Fig. 1: run 1, gate-type map
Scale bar: 50 um.
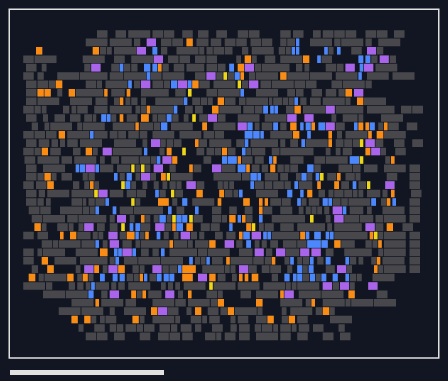
Fig. 2: run 1, track usage over the die
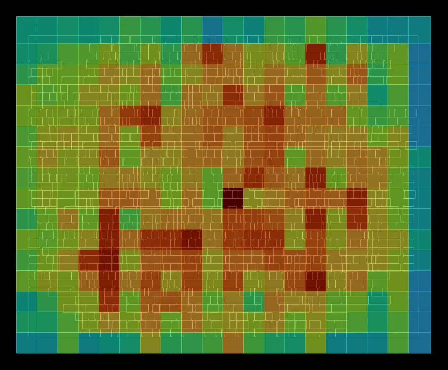
Fig. 3: run 1, M3 wires
Cells faint in the background.
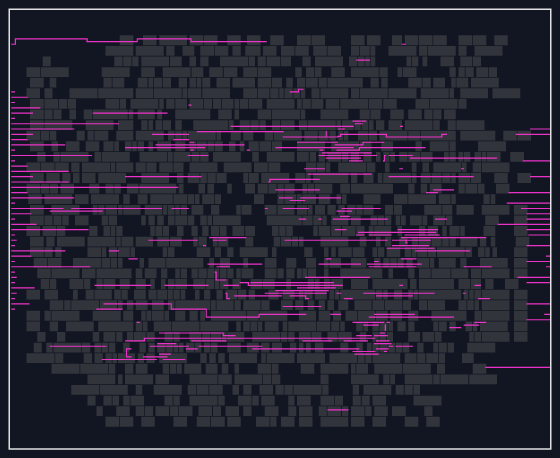
$ cat config.mk
export PLATFORM = sky130hd
export DESIGN_NAME = fetch_stage
export DESIGN_NICKNAME = d
export VERILOG_FILES = /design/src/rtl/fetch_stage.sv
export SDC_FILE = /design/constraint.sdc
export NUM_CORES = 1
export LEC_CHECK = 0
export CAP_MARGIN = 20
export CORE_ASPECT_RATIO = 0.8
export CORE_MARGIN = 4
export CORE_UTILIZATION = 51
export CTS_CLUSTER_DIAMETER = 200
export CTS_CLUSTER_SIZE = 12
export DETAILED_ROUTE_END_ITERATION = 7
export PLACE_DENSITY = 0.81
export SLEW_MARGIN = 5
export SYNTH_ARGS = -nofsm -noshare
export SYNTH_HDL_FRONTEND = slang
export SYNTH_SLANG_ARGS = --single-unit
$ cat constraint.sdc
create_clock -name clk -period 3.7 [get_ports clk]
set_input_delay 0.74 -clock clk [delete_from_list [all_inputs] [get_ports clk]]
set_output_delay 0.74 -clock clk [all_outputs]
set_load 0.05 [all_outputs]
$ cat src/rtl/fetch_stage.sv
// fetch_stage: instruction fetch stage plus IF/ID pipeline register for the MIPS pipeline.
//
// Holds the PC and drives instruction-memory addressing. It registers the fetched word
// into decode and redirects the PC when the decode-stage control signals (J / BranchEQ /
// BranchNE, qualified by the register compare) mark a taken branch or jump.
//
// Ports:
//   clk          rising-edge clock
//   reset        synchronous active-low reset
//   imem_addr    fetch address (the PC register)
//   imem_rdata   instruction word read combinationally from imem_addr
//   stall        hazard-unit stall; freezes PC and IF/ID and suppresses redirect
//   J            jump, from the decode-stage control unit
//   BranchEQ     beq, from the control unit
//   BranchNE     bne, from the control unit
//   zero         decode-stage compare, 1 when rs == rt
//   id_instr     IF/ID instruction register (0 when the slot is a bubble)
//   id_op        id_instr[31:26], feeds the control unit
//   id_pc_plus4  IF/ID copy of fetch PC + 4
//   id_valid     IF/ID slot holds a real instruction
//   redirect     a taken branch/jump is in decode this cycle
//   taken_count  number of taken redirects since reset (wraps)
//
// Build option: define DELAY_SLOT_EN for the architectural delay slot. The word fetched
// alongside a taken redirect then still enters decode. Without it, that word is squashed
// into a bubble.

module fetch_stage #(
    parameter logic [31:0] PC_RESET  = 32'h0040_0000,
    parameter int unsigned CNT_WIDTH = 16
) (
    input  logic                 clk,
    input  logic                 reset,
    output logic [31:0]          imem_addr,
    input  logic [31:0]          imem_rdata,
    input  logic                 stall,
    input  logic                 J,
    input  logic                 BranchEQ,
    input  logic                 BranchNE,
    input  logic                 zero,
    output logic [31:0]          id_instr,
    output logic [5:0]           id_op,
    output logic [31:0]          id_pc_plus4,
    output logic                 id_valid,
    output logic                 redirect,
    output logic [CNT_WIDTH-1:0] taken_count
);

    logic [31:0]          pc_q, pc_d;
    logic [31:0]          id_instr_q, id_instr_d;
    logic [31:0]          id_pc_plus4_q, id_pc_plus4_d;
    logic                 id_valid_q, id_valid_d;
    logic [CNT_WIDTH-1:0] taken_count_q, taken_count_d;

    logic [31:0] pc_plus4;
    logic [31:0] branch_target;
    logic [31:0] jump_target;
    logic        taken;

    assign pc_plus4      = pc_q + 32'd4;
    assign branch_target = id_pc_plus4_q + {{14{id_instr_q[15]}}, id_instr_q[15:0], 2'b00};
    assign jump_target   = {id_pc_plus4_q[31:28], id_instr_q[25:0], 2'b00};

    // Gating on id_valid keeps stale control decode of a bubble from redirecting.
    assign taken = id_valid_q & ~stall & (J | (BranchEQ & zero) | (BranchNE & ~zero));

    always_comb begin
        pc_d          = pc_q;
        id_instr_d    = id_instr_q;
        id_pc_plus4_d = id_pc_plus4_q;
        id_valid_d    = id_valid_q;
        taken_count_d = taken_count_q;
        if (!stall) begin
            if (taken) begin
                pc_d          = J ? jump_target : branch_target;
                taken_count_d = taken_count_q + CNT_WIDTH'(1);
`ifdef DELAY_SLOT_EN
                // Delay slot: the branch+4 word still enters decode.
                id_instr_d    = imem_rdata;
                id_pc_plus4_d = pc_plus4;
                id_valid_d    = 1'b1;
`else
                // Squash the branch+4 word into an sll $0,$0,0 bubble.
                id_instr_d    = 32'h0000_0000;
                id_pc_plus4_d = 32'h0000_0000;
                id_valid_d    = 1'b0;
`endif
            end else begin
                pc_d          = pc_plus4;
                id_instr_d    = imem_rdata;
                id_pc_plus4_d = pc_plus4;
                id_valid_d    = 1'b1;
            end
        end
    end

    always_ff @(posedge clk) begin
        if (!reset) begin
            pc_q          <= PC_RESET;
            id_instr_q    <= 32'h0000_0000;
            id_pc_plus4_q <= 32'h0000_0000;
            id_valid_q    <= 1'b0;
            taken_count_q <= '0;
        end else begin
            pc_q          <= pc_d;
            id_instr_q    <= id_instr_d;
            id_pc_plus4_q <= id_pc_plus4_d;
            id_valid_q    <= id_valid_d;
            taken_count_q <= taken_count_d;
        end
    end

    assign imem_addr   = pc_q;
    assign id_instr    = id_instr_q;
    assign id_op       = id_instr_q[31:26];
    assign id_pc_plus4 = id_pc_plus4_q;
    assign id_valid    = id_valid_q;
    assign redirect    = taken;
    assign taken_count = taken_count_q;

endmodule

==> summary.txt, run 1 <==
Worst Hold Class - flip-flop to flip-flop
FP Util - 0.531
Worst-path clk slew - 0.06 ns
Layout clock area frac - 0.0648
Worst Path Required - 4.05 ns
Filler cell count - 1052
Die H - 112 um
Die X-Extent - 139 um
Global route overflow - 0
Dpl hpwl - 15300 um
Slew margin rel. - 0.418
CTS root buf - clkbuf_16
P_leak - 3.58 nW
Buffer share of cell area - 0.184
Syn Inst Count - 889
Setup violators final - 0
Fin nets - 1092
Clock Skews - 0.0119 ns
DRC Markers - 0
Crit-path cells - ha_1 -> fa_1 -> a21oi_4 -> o2111ai_4 -> a311oi_4 -> nor2_2 -> a221o_1 -> nand4_1 -> or4b_1 -> a21oi_1
Cell type taking the most area - combinational gates
Post-detailed-route via-to-cell ratio - 5.95
DR WL met2 - 9850 um
Layout cells sized above 1 - 0.0609
Hold Crit Start - imem_addr[0]
Non-clock inverters - 23
Area leader share - 0.325
Post-Syn Area per Cell - 7.83 um^2
Gpl congestion - 0.927
Logic area - 4370 um^2
Dominant Register Cell - dfxtp_1
H-tree lvl count - 4
Initial antenna violation count - 0
Mapped Area - 6960 um^2
Top cells, area - dfxtp_1 (33%), a21oi_1 (6.3%), ha_1 (5.6%)
CP max stage cell - fa_1
F_max - 0.324 GHz
Hold Crit Endpoint - imem_addr[0]
Synthesis Warnings - 0
Reg2reg start - id_instr[0]
Element type at the critical path start - flip-flop
Top Layer Used - met4
CP Launch Point - id_instr[0]
Worst Tran Pin Value - 0.870 ns
Routed len/inst - 18.3 um
Number of global-route vias before repair - 6832
CTS Sinks - 113
Clk buf depth - 2
Critical Path AT - 3.44 ns
Synth area leader - dfxtp_1
Met3 routed WL - 1860 um
CTS Buf Count - 17
Cts hold-fix bufs - 0
Detail Route Antenna Nets - 0
Placement Rows - 37
Fin crit period - 3.09 ns
Setup WS pre-CTS - 0.559 ns
R2R Path End - imem_addr[26]
Largest net degree at the start of global routing - 118
TritonRoute pass-1 iters - 6
Final period utilization - 0.835
First-pass GRT wire length - 35500 um
Post-CTS setup buffers - 0
Ys flops - 113
Syn Nets - 960
Setup_tns - 0 ns
Seq share, synth - 0.325
IO Count - 159
Core Footprint - 13100 um^2
Unrepaired setup endpoints after global routing - false
Reg2reg setup slack - 0.61 ns
Met2 usage - 0.427
Clock buffers - 22
CP endpoint - imem_addr[26]
Final core occ - 0.705
Bufs w/o clock - 173
Yosys stat chip area - 6960 um^2
Final WS setup - 0.610 ns
Final Hold Fails - 0
N_diodes - 0
MI comb cells - 693
Worst Hold Path Cells - 2
M1 WL - 10100 um
Area growth, synth to finish - 32.6%
Top post-synthesis cells by count - dfxtp_1 (113), a21oi_1 (88), nand2_1 (77)
CTS tree - done
DR iter-0 viols - 901
Clk latency late pin - 0.42 ns
OpenROAD warnings - 28
Cell Pwr Density - 397 nW/um^2
# port buffers - 158
Fraction of registers with async set/reset - 0
CP Capture Type - flip-flop
Synth top cell by count - dfxtp_1
Worst Hold Slack - 0.495 ns
Yosys Instances - 889
Seq/total area - 0.245
Max cap viols - 0
Fin. max-slew vios - 0
Reg2Reg Depth - 10
Post-CTS Resized - 0
Flip-flops with a built-in enable - 0
Flop area - 2260 um^2
Sequential cells - 113
Tap Count - 175
CP max stage delay - 0.46 ns
Die area - 15600 um^2
Max VDD drop - 313 uV
Distinct lib cells used - 63
Crit path max fanout - 5
Status - complete, no violations
Back to the opening pictures, Fig. 1:
Key: xor and xnor cells = purple [cells 61, where all over the die]; inv cells = yellow [cells 23]; nand cells = blue [cells 135]; nor cells = orange [cells 125]
Finished Layout Cells: 1209
Comb area share: 0.473
most frequent logic cell in the layout: clkdlybuf4s50_1

Back to the opening pictures, Fig. 2:
Most Crowded Layer GR: met2
met1 GRT Util: 0.384
Total GRT Usage: 0.276
met3 usage: 0.0728

Back to the opening pictures, Fig. 3:
The layer carries 1860 um of wire. The longest straight run is 59.1 um. The wires run mostly horizontal. 161 nets have wire on it.
DR vias: 7199
WL final: 22200 um

run 1: placed cells by master (no fill, tap or decap), types with 5 or more instances in the layout:
master	netlist	layout
a2111oi_0	5	5
a211oi_1	5	5
a21boi_0	6	6
a21o_1	7	7
a21oi_1	88	88
a22oi_1	9	9
a31oi_1	16	16
and2_1	30	30
and3_1	42	42
buf_4	6	15
clkbuf_16	0	17
clkdlybuf4s50_1	0	155
dfxtp_1	113	113
ha_1	31	31
inv_1	23	22
mux2i_1	5	5
nand2_1	77	77
nand3_1	41	41
nand4_1	10	10
nor2_1	50	50
nor2b_1	48	48
nor3_1	16	16
o211ai_1	7	7
o21ai_0	67	67
o22ai_1	5	5
xnor2_1	44	44
xor2_1	17	17
run 1: worst max-delay path, delay by kind of cell (launching register included):
kind / cells / cell delay, ns
AND-OR/OR-AND: 5 / 1.35
AND/OR/NAND/NOR: 3 / 0.64
flip-flops: 1 / 0.33
adder cells (fa/ha/maj): 2 / 0.71
run 1: logic make-up after synthesis:
kind of cell               Yosys count  synth area share
xor gates and xnor gates            61            0.0768
buffers and inverters               83            0.0487
DFF                                113             0.325
AOI/OAI and AO/OA                  251             0.223
muxes                                7            0.0104
and+or+nand+nor                    342             0.258
adders and majority gates           32            0.0586
run 1: where the power goes:
part / leakage, nW / switching (mW) / internal [mW]
Sequential: 0.923 / 0.0620 / 1.27
Clock: 0.290 / 0.576 / 1.09
Combinational: 2.36 / 0.422 / 0.244
run 1: through the flow:
stage	cells	cell area, um^2	total power, mW
detailed placement	1177	8630	2.01
floorplan	889	6960	1.78
finish	1209	9230	3.66
CTS	1209	9230	3.66
global route	1209	9230	3.77
global placement	1177	8630	2.00
run 1: registers in the layout, summed over array words and instances, names as in the netlist:
register     cells
id_instr        32
id_pc_plus4     32
imem_addr       32
taken_count     16
id_valid         1
==> run 2, diff against run 1 <==
==> constraint.sdc (replaced) <==
create_clock -name clk -period 2.9 [get_ports clk]
set_input_delay 0.58 -clock clk [delete_from_list [all_inputs] [get_ports clk]]
set_output_delay 0.58 -clock clk [all_outputs]
set_load 0.05 [all_outputs]
Fig. 4: run 2, gate-type map
Scale bar: 50 um.
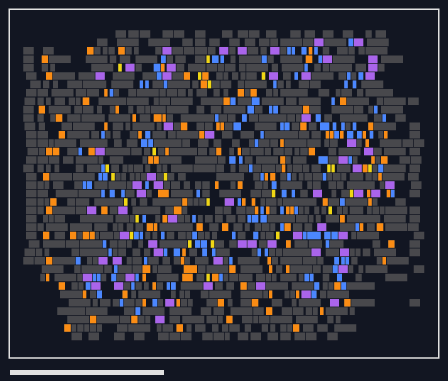
Key: xor and xnor cells = purple [cells 61]; inv cells = yellow [cells 23]; nand cells = blue [cells 135]; nor cells = orange [cells 125]

Fig. 5: run 2, track usage over the die
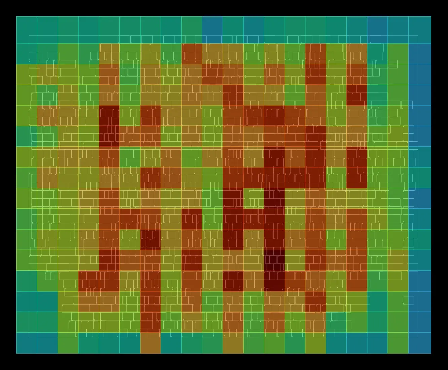
met2 usage: 0.427
routed len/inst: 18.5 um
met1 GRT Util: 0.377
Total GRT Usage: 0.281
final core occ: 0.731

Fig. 6: run 2, sizing map
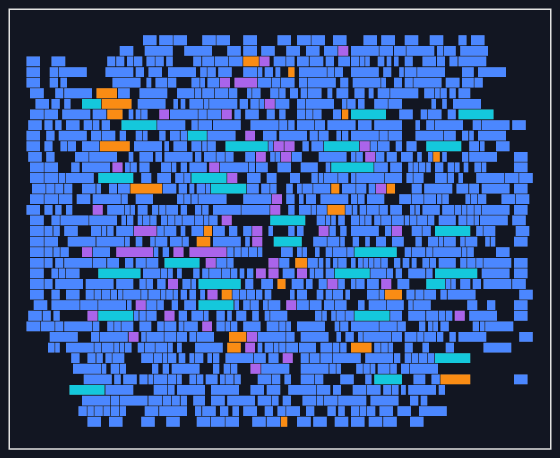
Key: x3 and x4 = purple [cells 51, share 4.8%]; x2 = orange [cells 23, share 2.2%]; x6 and larger = cyan [cells 28, share 2.6%]; x1 and smaller = blue [cells 962, share 90%]

==> run 2 against run 1 <==
Cell count increased by 2.5%. Clock skew decreased by 0.0032 ns. Cell area increased by 3.7%.
==> summary.txt, run 2 <==
Status - complete, no violations (unchanged)
Gate power share - 0.178 (was 0.182)
CP Capture Type - flip-flop (unchanged)
OpenROAD warnings - 28 (unchanged)
Top cells, area - dfxtp_1 (33%), a21oi_1 (6.3%), ha_1 (5.6%) (unchanged)
Max cap viols - 0 (unchanged)
Final Hold Fails - 0 (unchanged)
Multiplexer share - 0.0104 (unchanged)
Final period utilization - 0.967 (was 0.835)
XOR/XNOR Area Share - 0.0768 (unchanged)
Gpl congestion - 0.984 (was 0.927)
# port buffers - 158 (unchanged)
Seq share, synth - 0.325 (unchanged)
CTS root buf - clkbuf_16 (unchanged)
Dpl hpwl - 15700 um (was 15300 um)
Element type at the critical path start - flip-flop (unchanged)
Top Layout Cells - clkdlybuf4s50_1 (155), dfxtp_1 (110), a21oi_1 (88) (was clkdlybuf4s50_1 (155), dfxtp_1 (113), a21oi_1 (88))
Yosys aoi share - 0.223 (unchanged)
Logic family by area - simple AND/OR/NAND/NOR gates (unchanged)
Ys flops - 113 (unchanged)
Met3 routed WL - 2480 um (was 1860 um)
Placement Rows - 37 (unchanged)
DR vias - 7425 (was 7199)
Flip-flops with a built-in enable - 0 (unchanged)
CP max stage delay - 0.53 ns (was 0.46 ns)
Dominant Register Cell - dfxtp_1 (unchanged)
Crit path max fanout - 6 (was 5)
Syn Inst Count - 889 (unchanged)
Most Crowded Layer GR - met2 (unchanged)
Seq. pwr - 1.69 mW (was 1.33 mW)
Post-layout total power - 4.99 mW (was 3.66 mW)
Met3 usage - 0.0899 (was 0.0728)
Max VDD drop - 401 uV (was 313 uV)
Worst Tran Pin Value - 1.01 ns (was 0.870 ns)
Worst-path clk slew - 0.05 ns (was 0.06 ns)
Slew margin rel. - 0.325 (was 0.418)
CP max stage cell - a221oi_1 (was fa_1)
Clk. pwr - 2.41 mW (was 1.67 mW)
DRC Markers - 0 (unchanged)
Fin nets - 1123 (was 1092)
DR WL met2 - 9960 um (was 9850 um)
Synth area leader - dfxtp_1 (unchanged)
Cell Pwr Density - 521 nW/um^2 (was 397 nW/um^2)
Clk buf depth - 2 (unchanged)
IO Count - 159 (unchanged)
DR iter-0 viols - 898 (was 901)
CTS Sinks - 113 (unchanged)
Area growth, synth to finish - 37.6% (was 32.6%)
Clock share of power - 0.483 (was 0.455)
Cts hold-fix bufs - 0 (unchanged)
Post-detailed-route via-to-cell ratio - 5.99 (was 5.95)
F_max - 0.357 GHz (was 0.324 GHz)
H-tree lvl count - 4 (unchanged)
M1 WL - 9820 um (was 10100 um)
Seq pwr share - 0.339 (was 0.363)
N_diodes - 0 (unchanged)
Fin. max-slew vios - 0 (unchanged)
P_leak - 3.77 nW (was 3.58 nW)
Largest net degree at the start of global routing - 117 (was 118)
Placed insts - 1207 (was 1177)
Critical Path AT - 3.10 ns (was 3.44 ns)
TritonRoute pass-1 iters - 6 (unchanged)
## run 2: cell types whose count changed in the layout (fill, tap and decap cells not counted), moves of 2 or more
cell       previous run  this run
buf_4                15        45
bufinv_16             3         6
clkbuf_1              3         1
clkinv_2              4         2
dfxtp_1             113       110
dfxtp_2               0         3
## run 2: area by class of cell
| cell class | instances | area share |
|---|---|---|
| multi-input combinational | 693 | 0.458 |
| sequential | 113 | 0.237 |
| timing repair buffer | 204 | 0.203 |
| clock buffer | 21 | 0.0491 |
| tap | 175 | 0.0229 |
| clock inverter | 10 | 0.0214 |
| inverter | 23 | 0.00902 |
## run 2: worst paths after layout
kind / startpoint / endpoint / slack (ns) / cells past startpoint
setup reg to reg: id_instr[9] / imem_addr[23] / 0.1 / 9
setup / recovery: id_instr[9] / imem_addr[23] / 0.1 / 9
hold / removal: imem_addr[1] / imem_addr[1] / 0.49 / 2
hold reg to reg: imem_addr[1] / imem_addr[1] / 0.49 / 2
## run 2: worst reg2reg max path: cells and delay by family, from the launching register on
family,cells,cell delay [ns]
flops,1,0.36
fa+ha+maj,1,0.39
compound gates,6,1.52
simple gates,1,0.20
mux,1,0.21
## run 2: repair_timing
action / CTS / global route
setup buffers: 0 / 1
endpoints found under the setup margin: 0 / 8
gates resized: 0 / 5
## run 2: through the flow
step / worst slack, ns / setup TNS [ns] / cell area [um^2] / hold WS [ns] / util
4_1_cts: 0.0132 / 0 / 9550 / 0.485 / 0.729
3_3_place_gp: 0.159 / 0 / 8880 / 0.478 / 0.677
5_1_grt: -0.0191 / -0.0331 / 9570 / 0.523 / 0.731
3_5_place_dp: 0.0665 / 0 / 8880 / 0.479 / 0.677
2_1_floorplan: 0.0328 / 0 / 6970 / 0.640 / -
6_report: 0.0954 / 0 / 9570 / 0.486 / 0.731
==> run 3, diff against run 2 <==
--- a/config.mk
+++ b/config.mk
@@ -5,6 +5,7 @@
 export SDC_FILE = /design/constraint.sdc
 export NUM_CORES = 1
 export LEC_CHECK = 0
+export ABC_AREA = 0
 export CAP_MARGIN = 20
 export CORE_ASPECT_RATIO = 0.8
 export CORE_MARGIN = 4
@@ -12,7 +13,7 @@
 export CTS_CLUSTER_DIAMETER = 200
 export CTS_CLUSTER_SIZE = 12
 export DETAILED_ROUTE_END_ITERATION = 7
-export PLACE_DENSITY = 0.81
+export PLACE_DENSITY = 0.85
 export SLEW_MARGIN = 5
 export SYNTH_ARGS = -nofsm -noshare
 export SYNTH_HDL_FRONTEND = slang
Fig. 7: run 3, M3 wires
Cells faint in the background.
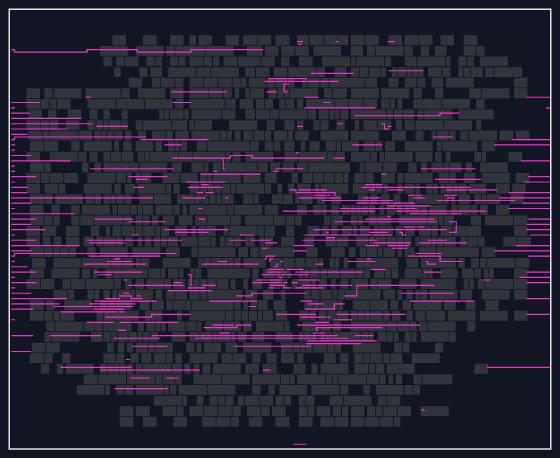
The wires run mostly horizontal. The longest straight run is 47.4 um. The layer holds 10% of the routed length.
met3 usage: 0.0818
WL final: 22600 um

Fig. 8: run 3, sizing map
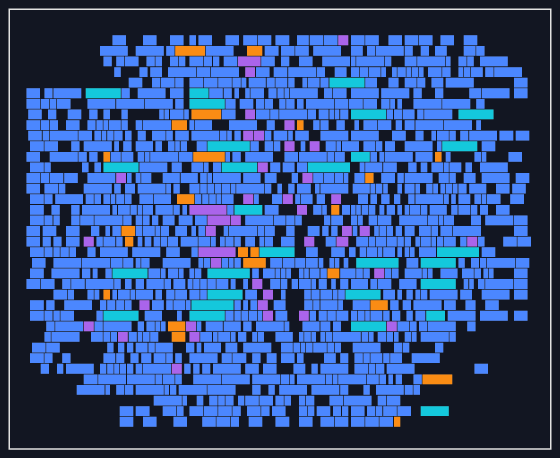
Key: x3 and x4 = purple [cells 41, share 3.9%]; x2 = orange [cells 23, share 2.2%]; x6 and larger = cyan [cells 28, share 2.7%]; x1 and smaller = blue [cells 964, share 91%]

Fig. 9: run 3, clock distribution
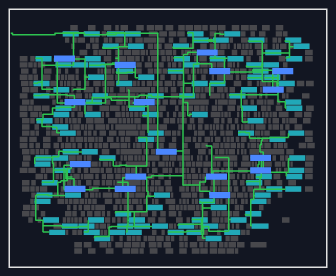
Key: clock-net drivers = blue [count 17]; flip-flops = cyan [count 113]; clock wires = green [length 1640 um]
There are 18 routed clock nets. Position of the flops: all over the die.
Clock Skews: 0.00817 ns
clk latency late pin: 0.42 ns
Clk. pwr: 2.43 mW
clock share of power: 0.486

==> run 3 against run 2 <==
Register-to-register slack is essentially flat. Sequential cell count is the same. Fmax is 0.12% higher. Critical endpoint is now imem_addr[30]. Critical path type unchanged.
==> summary.txt, run 3 <==
Mapped Area - 6960 um^2 (unchanged)
Top Layer Used - met4 (unchanged)
Ys flops - 113 (unchanged)
Placed inst area - 8810 um^2 (was 8880 um^2)
Top cells, area - dfxtp_1 (33%), a21oi_1 (6.3%), ha_1 (5.6%) (unchanged)
CTS tree - done (unchanged)
Setup WS pre-CTS - 0.0922 ns (was 0.0665 ns)
Synth top cell by count - dfxtp_1 (unchanged)
Worst Hold Slack - 0.489 ns (was 0.486 ns)
Die area - 15600 um^2 (unchanged)
F_max - 0.357 GHz (about the same)
CTS root buf - clkbuf_16 (unchanged)
Post-Syn Area per Cell - 7.83 um^2 (unchanged)
N_diodes - 0 (unchanged)
Slew margin rel. - 0.341 (was 0.325)
P_leak - 3.74 nW (was 3.77 nW)
Status - complete, no violations (unchanged)
Routed len/inst - 18.4 um (was 18.5 um)
Cts hold-fix bufs - 0 (unchanged)
Post-CTS setup buffers - 0 (unchanged)
Element type at the critical path start - flip-flop (unchanged)
Post-CTS Resized - 0 (unchanged)
Seq share, synth - 0.325 (unchanged)
Critical Path AT - 3.17 ns (was 3.10 ns)
IO Count - 159 (unchanged)
Post-detailed-route via-to-cell ratio - 6.08 (was 5.99)
Setup violators final - 0 (unchanged)
Clk buf depth - 2 (unchanged)
Final WS setup - 0.0989 ns (was 0.0954 ns)
Total GRT Usage - 0.280 (was 0.281)
Met1 GRT Util - 0.366 (was 0.377)
DR WL met2 - 10100 um (was 9960 um)
DR vias - 7481 (was 7425)
Number of global-route vias before repair - 7064 (was 7114)
Unrepaired setup endpoints after global routing - true
CP Capture Type - flip-flop (unchanged)
Flop area - 2270 um^2 (unchanged)
Top Layout Cells - clkdlybuf4s50_1 (155), dfxtp_1 (110), a21oi_1 (88) (unchanged)
Most Crowded Layer GR - met2 (unchanged)
Fin crit period - 2.80 ns (about the same)
Logic area - 4390 um^2 (about the same)
DRC Markers - 0 (unchanged)
CTS Buf Count - 17 (unchanged)
Largest net degree at the start of global routing - 117 (unchanged)
Synthesis Warnings - 0 (unchanged)
FP Util - 0.531 (unchanged)
Detail Route Antenna Nets - 0 (unchanged)
Dominant Register Cell - dfxtp_1 (unchanged)
Fin nets - 1114 (was 1123)
Syn Nets - 960 (unchanged)
Placement Rows - 37 (unchanged)
Design Area, Final - 9510 um^2 (was 9570 um^2)
Area leader share - 0.325 (unchanged)
Fraction of registers with async set/reset - 0 (unchanged)
Die H - 112 um (unchanged)
Final Hold Fails - 0 (unchanged)
Reg2reg setup slack - 0.1 ns (about the same)
CTS Sinks - 113 (unchanged)
Global route overflow - 0 (unchanged)
Most frequent logic cell in the layout - clkdlybuf4s50_1 (unchanged)
Yosys Instances - 889 (unchanged)
Die X-Extent - 139 um (unchanged)
Flip-flops with a built-in enable - 0 (unchanged)
Dpl hpwl - 15500 um (was 15700 um)
## run 3: cell counts after synthesis
No cell type changed its count.
## run 3: cells by family after synthesis
family | after synthesis | synth area share
AND-OR/OR-AND | 251 | 0.223
XOR/XNOR | 61 | 0.0768
adder cells (fa/ha/maj) | 32 | 0.0586
buffers and inverters | 83 | 0.0487
flip-flops | 113 | 0.325
multiplexers | 7 | 0.0104
AND/OR/NAND/NOR | 342 | 0.258
## run 3: report_power, final
| group | internal [mW] | switching [mW] |
|---|---|---|
| combinational | 0.325 | 0.549 |
| clock | 1.68 | 0.752 |
| sequential | 1.62 | 0.0781 |
## run 3: critical path, stage by stage, from the launching register on
cell and delay (ns):
dfxtp_2 0.33, ha_1 0.25, fa_2 0.40, a21oi_4 0.19
o2111ai_4 0.18, a311oi_4 0.27, nor2_2 0.09, a221o_1 0.33
buf_4 0.16, a31oi_1 0.21, mux2i_1 0.22, o21a_1 0.12
## run 3: layout make-up
class / count / share of cell area
Clock buffer: 22 / 0.0499
Multi-Input combinational cell: 693 / 0.461
Inverter: 23 / 0.00908
Clock inverter: 10 / 0.0215
Timing Repair Buffer: 195 / 0.197
Tap cell: 175 / 0.0230
Sequential cell: 113 / 0.238
## run 3: metrics by stage
step           std cells  utilization  setup TNS, ns
2_1_floorplan        889            -              0
3_3_place_gp        1198        0.672              0
3_5_place_dp        1198        0.672              0
4_1_cts             1230        0.724              0
5_1_grt             1231        0.726        -0.0757
6_report            1231        0.726              0
## run 3: worst paths after layout
kind	to	cells past startpoint	startpoint
hold / removal	imem_addr[1]	2	id_pc_plus4[1]
hold reg to reg	imem_addr[1]	2	id_pc_plus4[1]
setup reg to reg	imem_addr[30]	11	id_instr[0]
setup / recovery	imem_addr[30]	11	id_instr[0]
Power is estimated from default activity; no workload was simulated.
